### src/rtl/mips_cpu_pkg.sv
// Shared types and constants for the mips_cpu_harvard fetch stage.
// Fetch states, reset/halt addresses and instruction width.
package mips_cpu_pkg;

  typedef enum logic [1:0] {
    RUN    = 2'd0,
    DELAY  = 2'd1,
    HALTED = 2'd2,
    FAULT  = 2'd3
  } fetch_state_t;

  localparam logic [31:0] RESET_VECTOR_DEF = 32'hBFC00000;
  localparam logic [31:0] HALT_ADDR_DEF    = 32'h00000000;
  localparam logic [31:0] INSTR_BYTES      = 32'd4;

endpackage

### src/rtl/mips_cpu_fetch.sv
// Fetch stage: PC, branch delay slot, halt-on-jump-to-zero.
// MIPS_FETCH_ALIGN_CHECK_EN enables misaligned-target faulting.
module mips_cpu_fetch
  import mips_cpu_pkg::*;
#(
  parameter logic [31:0] RESET_VECTOR = RESET_VECTOR_DEF,
  parameter logic [31:0] HALT_ADDR    = HALT_ADDR_DEF
) (
  input  logic        clk,
  input  logic        reset,
  input  logic        clk_enable,
  input  logic        stall,
  input  logic        branch_req,
  input  logic [31:0] branch_target,
  output logic [31:0] instr_address,
  output logic [31:0] link_address,
  output logic        active,
  output logic        fault
);

  fetch_state_t r_state;
  fetch_state_t w_state_nxt;
  logic [31:0]  r_pc;
  logic [31:0]  w_pc_nxt;
  logic [31:0]  r_target;
  logic [31:0]  w_target_nxt;
  logic [31:0]  w_target_cap;
  logic         w_adv;
  logic         w_misaligned;

  assign w_adv = clk_enable & ~stall;

`ifdef MIPS_FETCH_ALIGN_CHECK_EN
  assign w_target_cap = branch_target;
  assign w_misaligned = |r_target[1:0];
`else
  assign w_target_cap = {branch_target[31:2], 2'b00};
  assign w_misaligned = 1'b0;
`endif

  always_ff @(posedge clk) begin
    if (!reset) begin
      r_state  <= RUN;
      r_pc     <= RESET_VECTOR;
      r_target <= '0;
    end else begin
      r_state  <= w_state_nxt;
      r_pc     <= w_pc_nxt;
      r_target <= w_target_nxt;
    end
  end

  always_comb begin
    w_state_nxt  = r_state;
    w_pc_nxt     = r_pc;
    w_target_nxt = r_target;
    if (w_adv) begin
      unique case (r_state)
        RUN: begin
          w_pc_nxt = r_pc + INSTR_BYTES;
          if (branch_req) begin
            w_target_nxt = w_target_cap;
            w_state_nxt  = DELAY;
          end
        end
        DELAY: begin
          // A misaligned target never reaches the PC.
          if (w_misaligned) begin
            w_state_nxt = FAULT;
          end else begin
            w_pc_nxt    = r_target;
            w_state_nxt = (r_target == HALT_ADDR)
                          ? HALTED : RUN;
          end
        end
        default: ;
      endcase
    end
  end

  always_comb begin
    instr_address = r_pc;
    link_address  = r_pc + 2 * INSTR_BYTES;
    active        = (r_state == RUN)
                  || (r_state == DELAY);
`ifdef MIPS_FETCH_ALIGN_CHECK_EN
    fault         = (r_state == FAULT);
`else
    fault         = 1'b0;
`endif
  end

endmodule

### config.mk
export PLATFORM = sky130hd
export DESIGN_NAME = mips_cpu_fetch
export DESIGN_NICKNAME = d
export VERILOG_FILES = /design/src/rtl/mips_cpu_pkg.sv /design/src/rtl/mips_cpu_fetch.sv
export SDC_FILE = /design/constraint.sdc
export NUM_CORES = 1
export LEC_CHECK = 0
export ABC_AREA = 1
export CELL_PAD_IN_SITES_DETAIL_PLACEMENT = 0
export CELL_PAD_IN_SITES_GLOBAL_PLACEMENT = 2
export CORE_ASPECT_RATIO = 2
export CORE_MARGIN = 2
export CORE_UTILIZATION = 23
export DETAILED_ROUTE_END_ITERATION = 10
export PLACE_DENSITY_LB_ADDON = 0.2
export RECOVER_POWER = 50
export SKIP_CTS_REPAIR_TIMING = 1
export SLEW_MARGIN = 20
export SYNTH_ARGS = -nofsm -noshare
export SYNTH_HDL_FRONTEND = slang
export SYNTH_SLANG_ARGS = --single-unit
### constraint.sdc
create_clock -name clk -period 1.74 [get_ports clk]
set_input_delay 0.348 -clock clk [delete_from_list [all_inputs] [get_ports clk]]
set_output_delay 0.348 -clock clk [all_outputs]
set_load 0.01 [all_outputs]
### M3 wires

Bar = 20 µm.
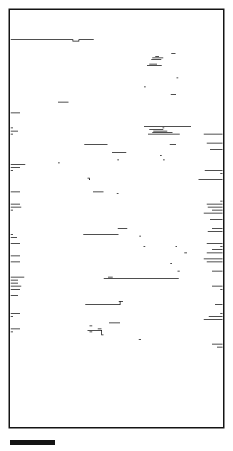
nets with wire on the layer = 83
wire length on this layer = 466 µm
main direction = horizontal
share of all routed wire = 2.7%
WL final: 17300 µm
met3 Track Usage GR: 0.0206
Vias: 4785

### Logic cells by family

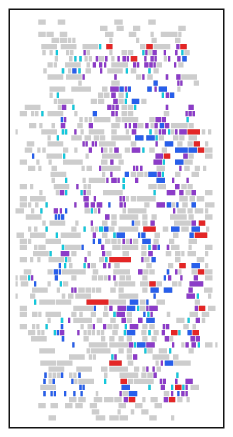
cyan -> inverters  # cells 74, most used inv_1
red -> XOR/XNOR gates  # cells 24, most used xor2_1
blue -> NOR gates  # cells 86, most used nor2_1
purple -> NAND gates  # cells 191, most used nand2_1
Commonest Layout Cell: buf_4
Comb/total area: 0.371
Non-Filler Instances: 1062

### Register map, names as in the netlist

Other sequential cells in the stronger grey, the rest of the logic in the fainter grey.
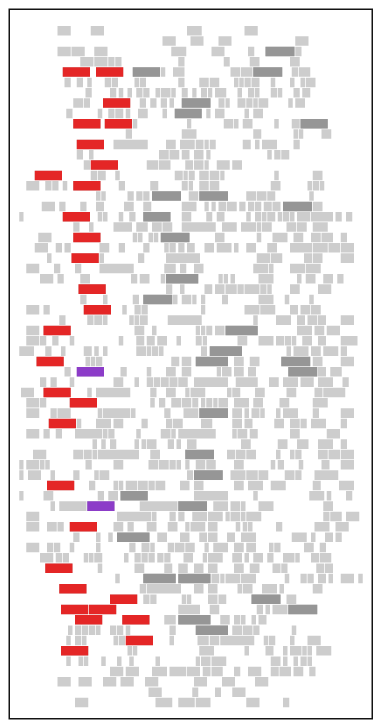
red -> r_target  # sequential cells 30, where a column on the left
purple -> r_state  # sequential cells 2
not coloured = 30
flop share of the area: 0.185
seq pwr: 1540 µW
final core utilization: 0.431
Reg area: 0.00129 mm²

### Metal 2

Cells faint in the background.
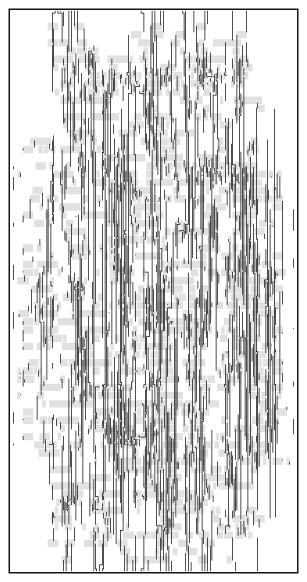
main direction = vertical
wire length on this layer = 9800 µm
nets with wire on the layer = 741
longest straight run = 120 µm
share of all routed wire = 57%
met2 usage: 0.372

==> flow_summary.json <==
{
  "p_total_uw": 4220,
  "antenna_found_initial": 0,
  "final-hold-violation-count": 0,
  "grt_usage": 0.193,
  "cp_common_cell": "nand2_4",
  "r2r-start": "instr_address[16]",
  "crit_required_ns": 1.39,
  "grt_overflow_total": 0,
  "reg2reg_depth": 13,
  "clock-sinks": 62,
  "fp-utilization": 0.235,
  "chipHeight_um": 186,
  "r2r-end": "instr_address[25]",
  "violations": "negative setup slack",
  "grtUsageMet1": 0.207,
  "drive_gt1_frac": 0.415,
  "common_cells": "131 x nand2_1, 65 x a21oi_1, 64 x nor2_1, 62 x dfxtp_1, 62 x inv_1",
  "grt_pass1_wl_um": 25700,
  "cp-end-kind": "output pin",
  "syn_to_final_growth_pct": 83.4,
  "synth-main-ff-cell": "dfxtp_1",
  "syn_inst": 597,
  "initialDrtViolationCount": 155,
  "hold_end": "r_target[3]",
  "whs_ns": 0.471,
  "intPower_uw": 3020,
  "crit_path_max_incr_delay_ns": 0.37,
  "place.port_buffers": 95,
  "rrSetupSlack_ns": 0.04,
  "critical_path.top_delay_family": "simple AND/OR/NAND/NOR gates",
  "fin_crit_ns": 2.14,
  "cts_buffer_depth": 2,
  "clock.latency.late_pin_ns": 0.34,
  "cts_root_buffer": "clkbuf_16",
  "edf_count": 0,
  "dr_wl_met2_um": 9800,
  "hp-start": "r_target[3]",
  "setup_tns_ns": -7.90,
  "setup_slack_ns": -0.403,
  "startpoint": "instr_address[4]",
  "dieArea_mm2": 0.0177,
  "place_ws_ns": -0.646,
  "syn_area_mm2": 0.00382,
  "row_count": 66,
  "ant_nets": 0,
  "clk_pin_slew_ns": 0.06,
  "dr.pass1.iters": 4,
  "htreeDepth": 3,
  "p_per_area_mw_per_mm2": 602,
  "cpMaxStageDelayCell": "dfxtp_4",
  "vdd_ir_drop_max_mv": 0.448,
  "synth_flops": 62,
  "avgRoutedWirePerCell_um": 16.3,
  "worstSetupPathType": "flip-flop to output pin",
  "ys_cells": 597,
  "die_width_um": 95.2,
  "outcome": "complete, but fails checks",
  "grt_max_degree": 38,
  "maxCapViolations": 0,
  "synth-async-reset-ratio": 0,
  "top_cells_by_area": "dfxtp_1 32%, nand2_1 13%, a21oi_1 8.5%",
  "clock_skew_ns": 0.00866,
  "warning_count": 30,
  "setup-violations-final": 29,
  "wl_met1_um": 6480,
  "switching_power_uw": 1200,
  "synth_dominant_cell_count": "nand2_1",
  "cts-buffers-inserted": 9,
  "fin_crit_sh": 1.23,
  "n_fill_cell": 1724,
  "num_antenna_cells": 0,
  "design_area_mm2": 0.00701,
  "synth_area_per_cell_um2": 6.40,
  "pwr-share-comb": 0.188,
  "worstPathBufferInverterCount": 2,
  "io_pins": 103,
  "dp_hpwl_um": 14000,
  "hold_path.class": "flip-flop to flip-flop",
  "gp_congestion": 0.880,
  "placed_cell_area_mm2": 0.00612,
  "critical_path_arrival_ns": 1.79,
  "dp.cells": 1026,
  "rsz0062_at_grt": "yes",
  "cellLeakagePower_uw": 0.00321,
  "top_area_frac": 0.325,
  "cp_num_cells": 9,
  "critPathCapture": "link_address[31]",
  "power_frac_seq": 0.365,
  "clock_power_share": 0.447,
  "core_mm2": 0.0163,
  "ys_area_mm2": 0.00382,
  "swShare": 0.284,
  "route.top_layer_used": "met4",
  "via_per_inst": 4.51,
  "first_global_vias": 4710,
  "cp_max_fo": 5,
  "slew_violations": 0,
  "yosys_warnings": 0,
  "max_freq_mhz": 467,
  "grt.busiest_layer": "met2",
  "path_cells": "ha_4 > nand2_4 > nor2_4 > nand2_4 > nor2_4 > buf_6 > nand2_4 > xor2_1 > buf_2",
  "wl_met3_um": 465,
  "drcViolationCount": 0,
  "final_nets": 892,
  "startpoint_type": "flip-flop",
  "whs_path_depth": 2,
  "cts_tree": "done",
  "top_area_cell": "dfxtp_1",
  "ys_seq_frac": 0.325,
  "ys_types": 35
}
==> cell type report <==
| class | instances | area [µm²] | share of cell area |
|---|---|---|---|
| multi-input cells | 437 | 2600 | 0.371 |
| repair buffers | 269 | 2270 | 0.324 |
| flip-flops and latches | 62 | 1290 | 0.185 |
| clock buffers | 10 | 239 | 0.0341 |
| clock inverters | 6 | 70.1 | 0.00999 |
| well taps | 204 | 255 | 0.0364 |
| inverters | 74 | 280 | 0.0400 |
==> logic make-up after synthesis <==
group | synth area share
AND/OR/NAND/NOR | 0.326
other | 0.000981
XOR/XNOR | 0.0550
AND-OR/OR-AND | 0.176
adder cells (fa/ha/maj) | 0.00654
buffers and inverters | 0.112
flip-flops | 0.325
==> power groups by stage <==
stage	Sequential (µW)	Clock (µW)	Combinational (µW)
after floorplan	1580	0	324
after global placement	1570	0	791
after detailed placement	1570	0	792
after CTS	1540	1930	794
after global routing	1550	1970	875
final	1540	1890	794
==> placed cells by master, fill, tap and decap left out, drive strengths merged <==
cell / Yosys / layout
clkinv: 2 / 4
a221oi: 3 / 3
or2: 1 / 1
nand2: 138 / 138
o22ai: 3 / 3
clkinvlp: 0 / 3
ha: 2 / 2
bufinv: 0 / 1
nor3: 6 / 6
dlymetal6s2s: 0 / 4
conb: 1 / 5
clkdlybuf4s25: 0 / 14
xnor2: 1 / 1
clkdlybuf4s50: 0 / 50
xor2: 23 / 23
clkbuf: 9 / 16
o211ai: 3 / 3
o21ai: 51 / 51
nand4: 11 / 11
nand3: 37 / 37
o221ai: 1 / 1
nor2: 78 / 78
nor4: 2 / 2
a211oi: 2 / 2
a21oi: 65 / 65
dfxtp: 62 / 62
buf: 19 / 195
nand3b: 5 / 5
inv: 72 / 72
No activity file was given, so power comes from the tool's default toggle rates.
